Run 1, register map, names as in the netlist:
The bar under the picture is 100 µm long. Other sequential cells in the stronger grey, the rest of the logic in the fainter grey.
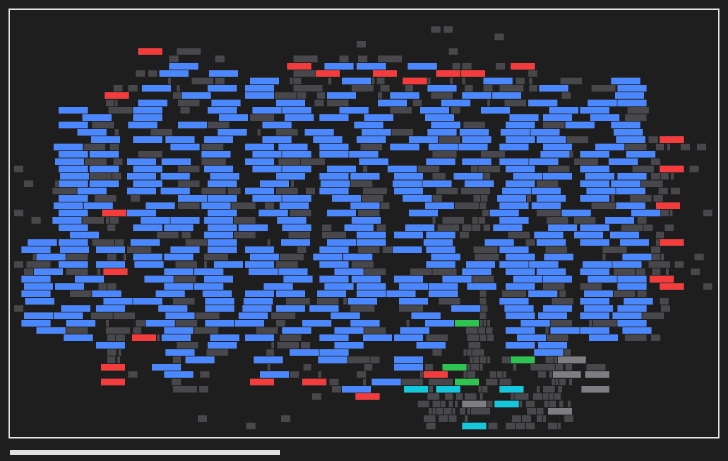
Run 1, wiring heat map:
The die is cut into 26 by 16 equal tiles; dark blue is low, red is high, scaled to the fullest tile. Values are wire area over tile area, all layers added.
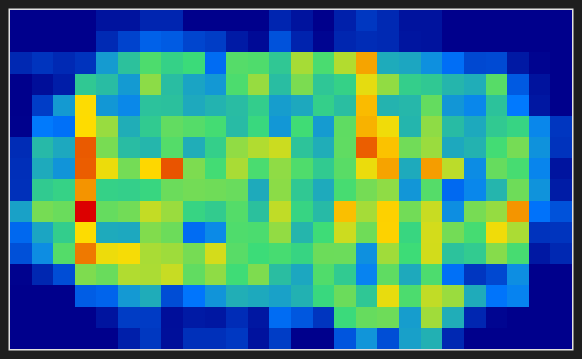
Run 1, cell placement:
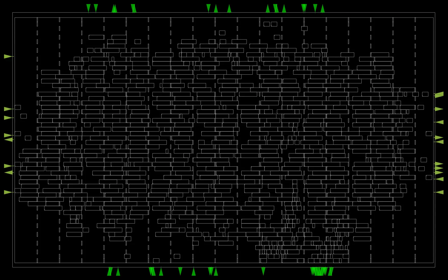
File: config.mk
export PLATFORM = sky130hd
export DESIGN_NAME = vga_pixel_feeder_flat
export DESIGN_NICKNAME = d
export VERILOG_FILES = /design/src/rtl/vga_pixel_feeder_if.sv /design/src/rtl/vga_pixel_feeder.sv /design/src/flat_wrapper.sv
export SDC_FILE = /design/constraint.sdc
export NUM_CORES = 1
export LEC_CHECK = 0
export CORE_ASPECT_RATIO = 0.6
export CORE_UTILIZATION = 40
export DETAILED_ROUTE_END_ITERATION = 8
export PLACE_DENSITY = 0.63
export SKIP_CTS_REPAIR_TIMING = 1
export SYNTH_ARGS = -nofsm -noshare
export SYNTH_HDL_FRONTEND = slang
export SYNTH_SLANG_ARGS = --single-unit
File: constraint.sdc
create_clock -name clk -period 6.4 [get_ports clk]
set_clock_uncertainty 0.2 [all_clocks]
set_input_delay 0.96 -clock clk [delete_from_list [all_inputs] [get_ports clk]]
set_output_delay 0.96 -clock clk [all_outputs]
set_load 0.005 [all_outputs]
File: src/rtl/vga_pixel_feeder_if.sv
// rtl/vga_pixel_feeder_if.sv - producer stream and VGA pixel-request bundle for vga_pixel_feeder
// The master drives pixels and requests. The slave (the feeder) returns ready and the pixel colour.
interface vga_pixel_feeder_if #(
  parameter int RGB_SIZE = 8
) ();
  logic                    in_valid;
  logic                    in_ready;
  logic [3*RGB_SIZE-1:0]   in_pixel;
  logic                    pix_req;
  logic [RGB_SIZE-1:0]     vga_red;
  logic [RGB_SIZE-1:0]     vga_green;
  logic [RGB_SIZE-1:0]     vga_blue;

  modport master (
    output in_valid, in_pixel, pix_req,
    input  in_ready, vga_red, vga_green, vga_blue
  );

  modport slave (
    input  in_valid, in_pixel, pix_req,
    output in_ready, vga_red, vga_green, vga_blue
  );
endinterface

File: src/rtl/vga_pixel_feeder.sv
// rtl/vga_pixel_feeder.sv - prefilling pixel FIFO that feeds a VGA controller, one pixel per request
// Optional saturating underflow_count port: define VGA_PIXEL_FEEDER_UNDERFLOW_CNT_EN.
module vga_pixel_feeder #(
  parameter int RGB_SIZE = 8,
  parameter int DEPTH    = 16,
  parameter int PREFILL  = 8
) (
  input  logic                   clk,
  input  logic                   reset,
  vga_pixel_feeder_if.slave      bus,
  input  logic                   frame_start,
  output logic [$clog2(DEPTH):0] level,
  output logic                   streaming,
  output logic                   underflow
`ifdef VGA_PIXEL_FEEDER_UNDERFLOW_CNT_EN
  ,
  output logic [15:0]            underflow_count
`endif
);

  localparam int AW = $clog2(DEPTH);
  localparam int PW = 3 * RGB_SIZE;

  typedef enum logic {FILL, STREAM} state_t;

  state_t          state;
  logic [PW-1:0]   mem [DEPTH];
  logic [AW-1:0]   wr_ptr;
  logic [AW-1:0]   rd_ptr;
  logic [AW:0]     level_q;
  logic [AW:0]     level_next;
  logic [PW-1:0]   vga_q;
  logic            push;
  logic            pop;

  assign bus.in_ready  = (level_q < (AW+1)'(DEPTH));
  assign push          = bus.in_valid && bus.in_ready;
  assign pop           = (state == STREAM) && bus.pix_req && (level_q != '0);
  assign level_next    = level_q + {{AW{1'b0}}, push} - {{AW{1'b0}}, pop};

  assign level         = level_q;
  assign streaming     = (state == STREAM);
  assign bus.vga_red   = vga_q[PW-1 -: RGB_SIZE];
  assign bus.vga_green = vga_q[2*RGB_SIZE-1 -: RGB_SIZE];
  assign bus.vga_blue  = vga_q[RGB_SIZE-1:0];

  // Storage is not reset; the pointers alone define which entries are valid.
  always_ff @(posedge clk) begin
    if (push && !frame_start) begin
      mem[wr_ptr] <= bus.in_pixel;
    end
  end

  always_ff @(posedge clk or posedge reset) begin
    if (reset) begin
      state     <= FILL;
      wr_ptr    <= '0;
      rd_ptr    <= '0;
      level_q   <= '0;
      vga_q     <= '0;
      underflow <= 1'b0;
`ifdef VGA_PIXEL_FEEDER_UNDERFLOW_CNT_EN
      underflow_count <= '0;
`endif
    end else if (frame_start) begin
      state   <= FILL;
      wr_ptr  <= '0;
      rd_ptr  <= '0;
      level_q <= '0;
      vga_q   <= '0;
    end else begin
      if (push) begin
        wr_ptr <= wr_ptr + 1'b1;
      end
      if (pop) begin
        rd_ptr <= rd_ptr + 1'b1;
        vga_q  <= mem[rd_ptr];
      end else if (bus.pix_req) begin
        // No bypass: a request at empty blanks the pixel even if a push lands this cycle.
        vga_q <= '0;
        if (state == STREAM) begin
          underflow <= 1'b1;
`ifdef VGA_PIXEL_FEEDER_UNDERFLOW_CNT_EN
          if (underflow_count != 16'hFFFF) begin
            underflow_count <= underflow_count + 16'd1;
          end
`endif
        end
      end
      level_q <= level_next;
      if (state == FILL && level_next >= (AW+1)'(PREFILL)) begin
        state <= STREAM;
      end
    end
  end

endmodule

File: src/flat_wrapper.sv
// flat-port wrapper written by rule: the top's interface ports become plain ports
module vga_pixel_feeder_flat 
#(
  parameter int RGB_SIZE = 8,
  parameter int DEPTH    = 16,
  parameter int PREFILL  = 8
)
  (clk, reset, frame_start, level, streaming, underflow, bus_in_valid, bus_in_pixel, bus_pix_req, bus_in_ready, bus_vga_red, bus_vga_green, bus_vga_blue);
  vga_pixel_feeder_if #(.RGB_SIZE(RGB_SIZE)) bus_i ();
  input  logic clk;
  input  logic reset;
  input  logic frame_start;
  output logic [$clog2(DEPTH):0] level;
  output logic streaming;
  output logic underflow;
  input wire logic [$bits(bus_i.in_valid)-1:0] bus_in_valid;
  input wire logic [$bits(bus_i.in_pixel)-1:0] bus_in_pixel;
  input wire logic [$bits(bus_i.pix_req)-1:0] bus_pix_req;
  output wire logic [$bits(bus_i.in_ready)-1:0] bus_in_ready;
  output wire logic [$bits(bus_i.vga_red)-1:0] bus_vga_red;
  output wire logic [$bits(bus_i.vga_green)-1:0] bus_vga_green;
  output wire logic [$bits(bus_i.vga_blue)-1:0] bus_vga_blue;
  assign bus_i.in_valid = bus_in_valid;
  assign bus_i.in_pixel = bus_in_pixel;
  assign bus_i.pix_req = bus_pix_req;
  assign bus_in_ready = bus_i.in_ready;
  assign bus_vga_red = bus_i.vga_red;
  assign bus_vga_green = bus_i.vga_green;
  assign bus_vga_blue = bus_i.vga_blue;
  vga_pixel_feeder #(.RGB_SIZE(RGB_SIZE), .DEPTH(DEPTH), .PREFILL(PREFILL)) u_core (.clk(clk), .reset(reset), .bus(bus_i), .frame_start(frame_start), .level(level), .streaming(streaming), .underflow(underflow));
endmodule
==> deck_impl_summary.md, run 1 <==
Synthesis and Place & Route Summary

Outcome
  • Result of the run: finished, final reports clean

GRT
  • Sum of overflow across all layers after global routing: 0
  • Number of antenna violations at the first check in global routing: 0
  • Global router's overall resource usage: 16.4%
  • Wire length of the first global-routing pass: between 40 and 50 mm
  • Number of global-route vias before repair: ~7,600
  • Maximum number of pins on one net before global-route repair: around 87

Clocking
  • TritonCTS buffer count: 38
  • Root cell of the clock tree: sky130_fd_sc_hd__clkbuf_16
  • CTS Sinks: 423
  • H-tree levels: 2
  • Clock slew at the register clock pins of the worst setup and hold paths: 0.06 ns
  • Clock insertion delay at the later pin of the skew report: 0.53 ns
  • Clock tree buffer depth: 3
  • CTS tree: built

Floorplan
  • Die span in y: 158 µm
  • Initial cell density of the core: 41.1%
  • DIE AREA: 41,500 µm²
  • Die width: ~260 µm
  • IO Count: 61
  • Area of the placeable core: around 40,000 µm²

Power
  • Total power consumption of the routed design: 6340 µW
  • Static leakage: 0.00577 µW
  • Pwr/cell area: ~340 nW/µm²
  • Worst IR Drop VDD: 0.000242 V

Worst setup path
  • Delay of the slowest cell on the worst path: 0.75 ns
  • Arr. time, crit path: between 3 and 4 ns
  • Crit Path Max Fanout: 24
  • Cell type with the highest occurrence count on the critical path: sky130_fd_sc_hd__nor3b_1
  • Kind of launch point of the worst setup path: input port
  • Kind of end point of the critical path: register
  • CP required: 6.36 ns
  • Crit-path slowest cell: sky130_fd_sc_hd__clkdlybuf4s50_1
  • Type of the worst setup path: in2reg
  • Crit path cell chain: clkdlybuf4s50_1 > nor3b_1 > nor3b_1 > and2_2

Run
  • MaxCap Viol Count: 0
  • Tool warnings: 30

Layout
  • Count of nets after finishing: 853
  • Dominant logic cell type in the layout: sky130_fd_sc_hd__edfxtp_1
  • Highest-count cells in the layout ignoring fill and taps: 384 x sky130_fd_sc_hd__edfxtp_1, 96 x sky130_fd_sc_hd__mux4_2, 60 x sky130_fd_sc_hd__clkdlybuf4s50_1
  • Area growth syn-to-layout: 14.5%
  • Antenna fix cells: 0
  • Share of post-route cells with drive strength above 1: 20.9%
  • Final core area utilization: approximately 47%

Placed design
  • Final Wtd Congestion: between 0.7 and 0.8
  • Setup slack after placement: between 2 and 2.5 ns
  • Port bufs: about 60
  • Detailed placement HPWL: 18.9 mm

Yosys
  • EDFF count, synth: 384
  • Commonest flop: sky130_fd_sc_hd__edfxtp_1
  • Yosys top cell by area: sky130_fd_sc_hd__edfxtp_1
  • Area of the mapped netlist: 16,300 µm²
  • Number of register bits inferred by synthesis: 423
  • Post-synthesis async set-or-reset flop share: 9.22%
  • Avg Synthesized Cell Area: between 20 and 25 µm²
  • Cell count listed in synth_stat.txt: 744
  • Instance tally after logic synthesis: 744
  • Unique cell types: 35
  • Syn Nets: 785
  • Share of the synthesized area in the top cell type: 70.9%
  • Cell types with the largest area share after synthesis: sky130_fd_sc_hd__edfxtp_1 71%, sky130_fd_sc_hd__mux4_2 13%, sky130_fd_sc_hd__dfrtp_1 6.0%
  • Chip area estimate from yosys synthesis: ~16,000 µm²
  • Sequential area share after synthesis: between 70% and 80%
  • Number of warnings printed during yosys synthesis: 0

Route
  • Number of remaining DRC errors: 0
  • Via count of the routed design: between 7,000 and 8,000
  • Total length of routed wires: ~33 mm
  • Post-DR vias/cell: 5.36
  • Count of TritonRoute iterations in the first routing pass: 5
  • Post-detailed-route wirelength per cell: 24.2 µm
  • Post-DRT Antenna Nets: 0
  • Number of violations reported at the end of detailed-routing iteration 0: 628

Timing
  • Setup repair after global routing missed its margin: no
  • Max-slew violation count: 0
  • Hold Vio Cnt, Final: 0
  • Crit path time final: approximately 3.5 ns
  • Slew at the pin closest to its max-slew limit: 1.06 ns
  • Final period utilization: 54.0%
  • Worst rel slew slack: 29.4%
  • Final worst slack: 2.95 ns
  • TNS Setup: 0 ns
  • Final setup fails: 0
  • Fmax: approximately 290 MHz

Worst hold path
  • Path type of the worst min-delay path: reg2reg
-- 'register map, names as in the netlist' (at the start) --
u_core.level: in cyan, flops 5. u_core.vga_q: in red, flops 24, where widely spread. u_core.wr_ptr: in green, flops 4. u_core.mem: in blue, flops 384.

-- 'wiring heat map' (at the start) --
The fullest tile reaches 0.35. 33% of the tiles are over half the peak. The mean over all tiles is 0.12. The emptiest ninth of the die: top right.

-- 'cell placement' (at the start) --
tally of non-filler cells in the final layout: 1,364
standard-cell rows: 56
inserted tap cell count: 522

run 1: report_power, final:
part	internal, µW	switching (µW)	leakage (µW)
clock network	1270	967	0.000601
logic	492	439	0.00119
registers	3090	79.2	0.00398
total	4860	1490	0.00577
run 1: synthesized netlist by cell type, drive strengths merged (2+ instances only):
cell type and instances:
inv 12, mux2i 48, dfrtp 39, xnor2 8, nor3b 3, buf 24, o221ai 24, a21oi 4
mux4 96, clkbuf 13, and2 16, nand2 29, xor2 2, nor2b 3, nor2 15, edfxtp 384
ha 11
run 1: routing by layer:
layer | track usage, % | wire [µm]
met5 | 0 | 0
met4 | 3.81 | 467
met3 | 2.86 | 1600
met2 | 25.6 | 15300
met1 | 24.3 | 15600
run 1: state kept, by name, indices dropped and copies added, names as in the netlist:
signal / cells
u_core.wr_ptr: 4
u_core.streaming: 1
u_core.rd_ptr: 4
u_core.underflow: 1
u_core.mem: 384
u_core.level: 5
u_core.vga_q: 24
run 1: kinds of logic (layout without fill, tap and decap cells):
logic type,Yosys count,count (layout),share of synthesized area (%)
simple gates,73,73,2.23
mux,144,144,16.2
buf+inv,49,147,1.48
flops,423,423,76.9
fa+ha+maj,12,12,0.969
xor+xnor,10,10,0.539
compound gates,33,33,1.62
run 1: critical path: cells and delay by family:
family / cells / cell delay, ns
simple gates: 3 / 1.67
buf+inv: 1 / 0.75
run 1: through the flow:
| step | cells | instance area, µm² | hold WS, ns |
|---|---|---|---|
| floorplan | 744 | 16300 | 0.260 |
| global placement | 1294 | 17400 | 0.266 |
| detailed placement | 1294 | 17400 | 0.256 |
| CTS | 1364 | 18600 | 0.274 |
| global route | 1364 | 18600 | 0.312 |
| finish | 1364 | 18600 | 0.271 |
run 1: final timing paths:
kind                                  start           endpoint  slack (ns)  cells past startpoint
setup / recovery                frame_start  u_core.mem[0][14]        2.95                      4
hold / removal             u_core.underflow   u_core.underflow        0.27                      2
setup reg to reg            u_core.level[3]   u_core.streaming        3.32                     12
hold reg to reg            u_core.underflow   u_core.underflow        0.27                      2
max in group asynchronous             reset   u_core.rd_ptr[1]        4.44                      2
min in group asynchronous             reset   u_core.underflow        0.81                      2
run 1: cell type report:
class	instances	area (µm²)
Fill cell	3218	21000
Timing Repair Buffer	65	651
Tap cell	522	653
Clock inverter	19	136
Clock buffer	51	1080
Inverter	12	45.0
Sequential cell	423	12500
Multi-Input combinational cell	272	3540
Run 1, sizing map:
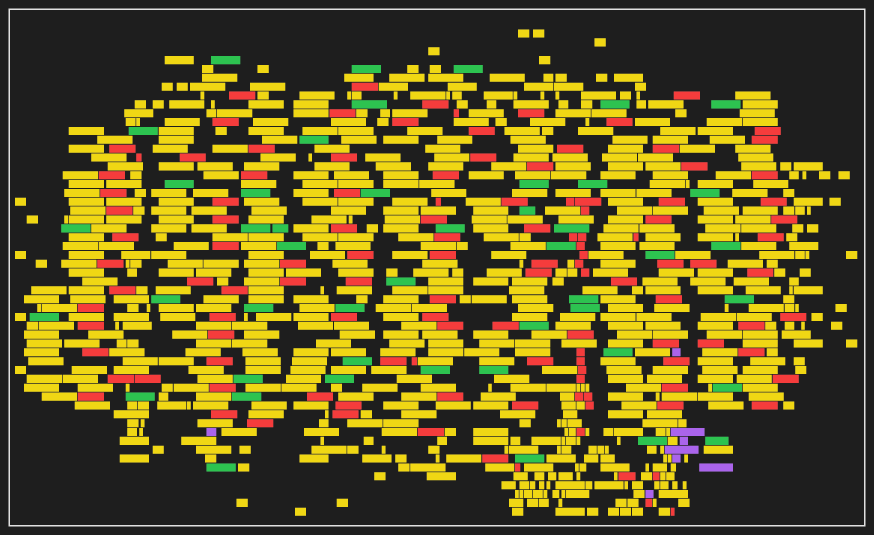

==> inputs of run 2 (changes only) <==
--- a/config.mk
+++ b/config.mk
@@ -8,7 +8,7 @@
 export CORE_ASPECT_RATIO = 0.6
 export CORE_UTILIZATION = 40
 export DETAILED_ROUTE_END_ITERATION = 8
-export PLACE_DENSITY = 0.63
+export PLACE_DENSITY = 0.65
 export SKIP_CTS_REPAIR_TIMING = 1
 export SYNTH_ARGS = -nofsm -noshare
 export SYNTH_HDL_FRONTEND = slang
==> constraint.sdc (replaced) <==
create_clock -name clk -period 3 [get_ports clk]
set_clock_uncertainty 0.2 [all_clocks]
set_input_delay 0.45 -clock clk [delete_from_list [all_inputs] [get_ports clk]]
set_output_delay 0.45 -clock clk [all_outputs]
set_load 0.005 [all_outputs]
Run 2, sizing map:
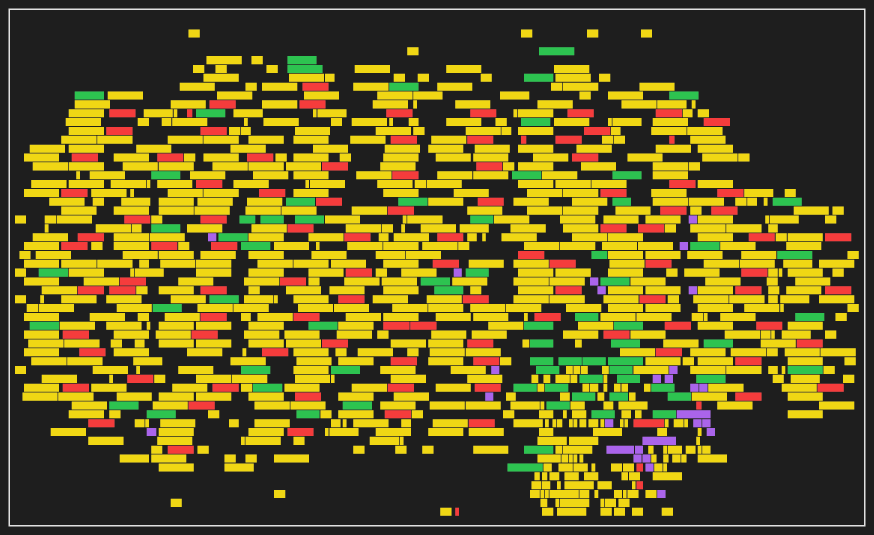
drive 1 or less: in yellow, cells 679, share 77%. drive 3 to 4: in purple, cells 27, share 3.1%. drive 6 and up: in green, cells 70, share 8.0%. drive 2: in red, cells 104, share 12%.
Area growth syn-to-layout: 18.3%
Repair and plain buffers: 103

Run 2, cell placement:
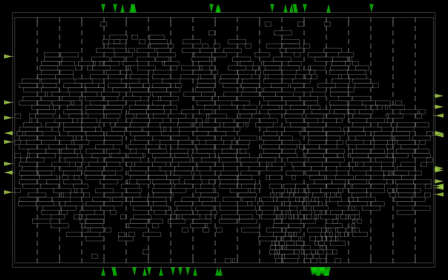
count of filler cells inserted in the layout: 3,166
sequential portion of the cell area: 65.1%
area of the placeable core: 39,600 µm²
number of flip-flops and latches: 423
final core area utilization: 48.6%

==> deck_impl_summary.md, run 2 <==
Synthesis and Place & Route Summary

Clocking
  • Root cell of the clock tree: sky130_fd_sc_hd__clkbuf_16
  • Clock tree buffer depth: 3 (unchanged)
  • CTS Sinks: 423 (unchanged)
  • H-tree levels: 2 (unchanged)
  • Clock insertion delay at the later pin of the skew report: 0.54 ns (about the same)
  • Clock slew at the register clock pins of the worst setup and hold paths: 0.07 ns (about the same)
  • CTS tree: built
  • TritonCTS buffer count: 38 (unchanged)

GRT
  • Number of antenna violations at the first check in global routing: 0 (unchanged)
  • Global router's overall resource usage: 16.9% (+0.43 points)
  • Number of global-route vias before repair: 7,637 (+0.33%)
  • Wire length of the first global-routing pass: 50.9 mm (+2.0%)
  • Maximum number of pins on one net before global-route repair: 31 (-64%)
  • Sum of overflow across all layers after global routing: 0 (unchanged)

Route
  • Number of violations reported at the end of detailed-routing iteration 0: 612 (-2.5%)
  • Post-detailed-route wirelength per cell: 24.1 µm (-0.43%)
  • Count of TritonRoute iterations in the first routing pass: 5 (unchanged)
  • Total length of routed wires: 33.8 mm (+2.3%)
  • Number of remaining DRC errors: 0 (unchanged)
  • Via count of the routed design: 7,555 (+3.4%)
  • Post-DRT Antenna Nets: 0 (unchanged)
  • Post-DR vias/cell: 5.39 (+0.62%)

Worst hold path
  • Path type of the worst min-delay path: in2async

Placed design
  • Placed Cells: 1,332 (+2.9%)
  • Detailed placement HPWL: 18.6 mm (-1.6%)
  • Final Wtd Congestion: 0.725 (-2.9%)
  • Port bufs: 60 (unchanged)
  • Setup slack after placement: 0.123 ns (-2.25 ns)

Timing
  • Crit path time final: 2.77 ns
  • Hold Vio Cnt, Final: 0 (unchanged)
  • Final worst slack: 0.234 ns (-2.71 ns)
  • Worst rel slew slack: 60.4% (+31 points)
  • Final setup fails: 0 (unchanged)
  • Fin Hold WS: 0.0878 ns (-0.184 ns)
  • TNS Setup: 0 ns (unchanged)
  • Final period utilization: 92.2%
  • Max-slew violation count: 0 (unchanged)
  • Slew at the pin closest to its max-slew limit: 0.592 ns (-0.468 ns)
  • Setup repair after global routing missed its margin: no
  • Fmax: approximately 360 MHz

Power
  • Internal Pwr Total: 10,700 µW (+120%)
  • Clock network fraction of design power: 36.5% (+1.2 points)
  • Static leakage: 0.00606 µW (+4.9%)
  • Comb power frac: 14.9% (+0.2 points)
  • Worst IR Drop VDD: 0.000517 V (+110%)
  • Net Sw Frac: 22.8% (-0.62 points)
  • Sequential share of power: 48.6% (-1.4 points)
  • Net Sw Power: 3170 µW (+110%)
  • Pwr/cell area: 723 nW/µm² (+110%)

Yosys
  • Chip area estimate from yosys synthesis: 16,300 µm² (unchanged)
  • Largest family of logic cells by area: multiplexers
  • Adder-cell share of the synthesized area: 0.969% (unchanged)
  • Cell count listed in synth_stat.txt: 744 (unchanged)
  • Cell types with the largest area share after synthesis: sky130_fd_sc_hd__edfxtp_1 71%, sky130_fd_sc_hd__mux4_2 13%, sky130_fd_sc_hd__dfrtp_1 6.0%
  • Area of the mapped netlist: 16,300 µm² (unchanged)
  • Compound-cell area share of the yosys netlist: 1.62% (unchanged)
  • Number of warnings printed during yosys synthesis: 0 (unchanged)
  • Basic-gate share of the synthesized area counting and, or, nand and nor cells: 2.23% (unchanged)
  • Commonest flop: sky130_fd_sc_hd__edfxtp_1
  • Number of register bits inferred by synthesis: 423 (unchanged)
  • EDFF count, synth: 384 (unchanged)
  • Top cells by instance count after synthesis: 384 x sky130_fd_sc_hd__edfxtp_1, 96 x sky130_fd_sc_hd__mux4_2, 48 x sky130_fd_sc_hd__mux2i_1, 39 x sky130_fd_sc_hd__dfrtp_1, 29 x sky130_fd_sc_hd__nand2_1
  • Post-synthesis async set-or-reset flop share: 9.22% (unchanged)
  • Syn Nets: 785 (unchanged)
  • Avg Synthesized Cell Area: 21.9 µm² (unchanged)
  • Instance tally after logic synthesis: 744 (unchanged)
  • Top cell type by instance count after synthesis: sky130_fd_sc_hd__edfxtp_1
  • Yosys top cell by area: sky130_fd_sc_hd__edfxtp_1
  • Xor/xnor share of the synthesized area: 0.539% (unchanged)
  • Mux cell area share: 16.2% (unchanged)
  • Share of the synthesized area in the top cell type: 70.9% (unchanged)
  • Sequential area share after synthesis: 76.9% (unchanged)
  • Unique cell types: 35 (unchanged)

Floorplan
  • Initial cell density of the core: 41.1% (unchanged)
  • IO Count: 61 (unchanged)
  • Standard-cell rows: 56 (unchanged)
  • DIE AREA: 41,500 µm² (unchanged)
  • Die width: 262 µm (unchanged)
  • Die span in y: 158 µm (unchanged)

Layout
  • Count of nets after finishing: 891 (+4.5%)
  • Highest-count cells in the layout ignoring fill and taps: 384 x sky130_fd_sc_hd__edfxtp_1, 96 x sky130_fd_sc_hd__mux4_2, 60 x sky130_fd_sc_hd__clkdlybuf4s50_1
  • Dominant logic cell type in the layout: sky130_fd_sc_hd__edfxtp_1
  • Antenna fix cells: 0 (unchanged)
  • Share of post-route cells with drive strength above 1: 22.8% (+1.9 points)
  • Tally of non-filler cells in the final layout: 1,402 (+2.8%)
  • Most flops, register: u_core.mem
  • Flip-flop count of the largest register, all copies and words added: 384 (unchanged)

Worst setup path
  • Kind of launch point of the worst setup path: register
  • CP required: 3.21 ns (-3.15 ns)
  • Kind of end point of the critical path: register
  • Arr. time, crit path: 2.97 ns (-0.44 ns)
  • Crit Path Max Fanout: 3 (-88%)
  • Type of the worst setup path: reg2reg

Run
  • MaxCap Viol Count: 0 (unchanged)
  • Tool warnings: 30 (unchanged)

Outcome
  • Result of the run: finished, final reports clean
Run 2, register map, names as in the netlist:
The bar under the picture is 100 µm long. Other sequential cells in the stronger grey, the rest of the logic in the fainter grey.
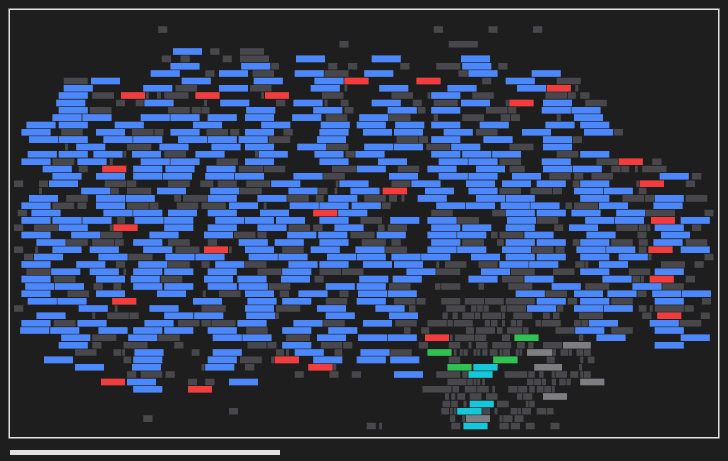
u_core.level: in cyan, flops 5. u_core.vga_q: in red, flops 24, where widely spread. u_core.wr_ptr: in green, flops 4. u_core.mem: in blue, flops 384.

run 2: cells by family (layout without fill, tap and decap cells):
kind of cell | Yosys count | count (layout)
AND-OR/OR-AND | 33 | 33
XOR/XNOR | 10 | 10
adder cells (fa/ha/maj) | 12 | 12
buffers and inverters | 49 | 185
flip-flops | 423 | 423
multiplexers | 144 | 144
AND/OR/NAND/NOR | 73 | 73
run 2: stage by stage:
stage	total power (µW)	util (%)	area, µm²
CTS	14100	48.6	19200
global route	14500	48.6	19200
detailed placement	8990	45.3	17900
floorplan	8270	-	16300
finish	13900	48.6	19200
global placement	8980	45.3	17900
run 2: layer usage:
| metal | wire length [µm] | part of all wire, % | track usage [%] |
|---|---|---|---|
| met1 | 16400 | 49 | 25.7 |
| met5 | 0 | 0 | 0 |
| met3 | 1990 | 5.9 | 3.11 |
| met2 | 15000 | 44 | 25.4 |
| met4 | 371 | 1.1 | 3.42 |
run 2: final timing paths:
| kind | from | to | slack [ns] | cells past startpoint |
|---|---|---|---|---|
| setup / recovery | u_core.level[2] | u_core.streaming | 0.23 | 12 |
| hold / removal | reset | u_core.wr_ptr[3] | 0.09 | 2 |
| setup reg to reg | u_core.level[2] | u_core.streaming | 0.23 | 12 |
| hold reg to reg | u_core.underflow | u_core.underflow | 0.28 | 2 |
| max in group asynchronous | reset | u_core.vga_q[0] | 1.94 | 3 |
| min in group clk | u_core.underflow | u_core.underflow | 0.28 | 2 |
run 2: final cells by class:
type                    count  area (µm²)
multi-input cells         272        3530
clock buffers              53        1050
fillers                  3166       20400
inverters                  12        45.0
clock inverters            17         260
flip-flops and latches    423       12500
repair buffers            103        1190
well taps                 522         653
run 2: power groups by stage:
stage / Sequential [µW] / Combinational, µW / Clock (µW)
after global routing: 6790 / 2260 / 5430
after CTS: 6770 / 2090 / 5200
final: 6770 / 2070 / 5070
after global placement: 6890 / 2080 / 0
after detailed placement: 6900 / 2090 / 0
after floorplan: 6800 / 1470 / 0
run 2: critical path, stage by stage, from the launching register on:
cell                       delay, ns
sky130_fd_sc_hd__dfrtp_1        0.39
sky130_fd_sc_hd__inv_1          0.09
sky130_fd_sc_hd__ha_1           0.16
sky130_fd_sc_hd__nor4b_4        0.23
sky130_fd_sc_hd__nor2_2         0.08
sky130_fd_sc_hd__ha_1           0.27
sky130_fd_sc_hd__inv_1          0.04
sky130_fd_sc_hd__ha_1           0.20
sky130_fd_sc_hd__fa_1           0.43
sky130_fd_sc_hd__a21oi_1        0.15
sky130_fd_sc_hd__o21bai_1       0.09
sky130_fd_sc_hd__xnor2_1        0.20
sky130_fd_sc_hd__a31oi_1        0.11
Power figures rest on the tool's default switching activity, not on a simulated workload.
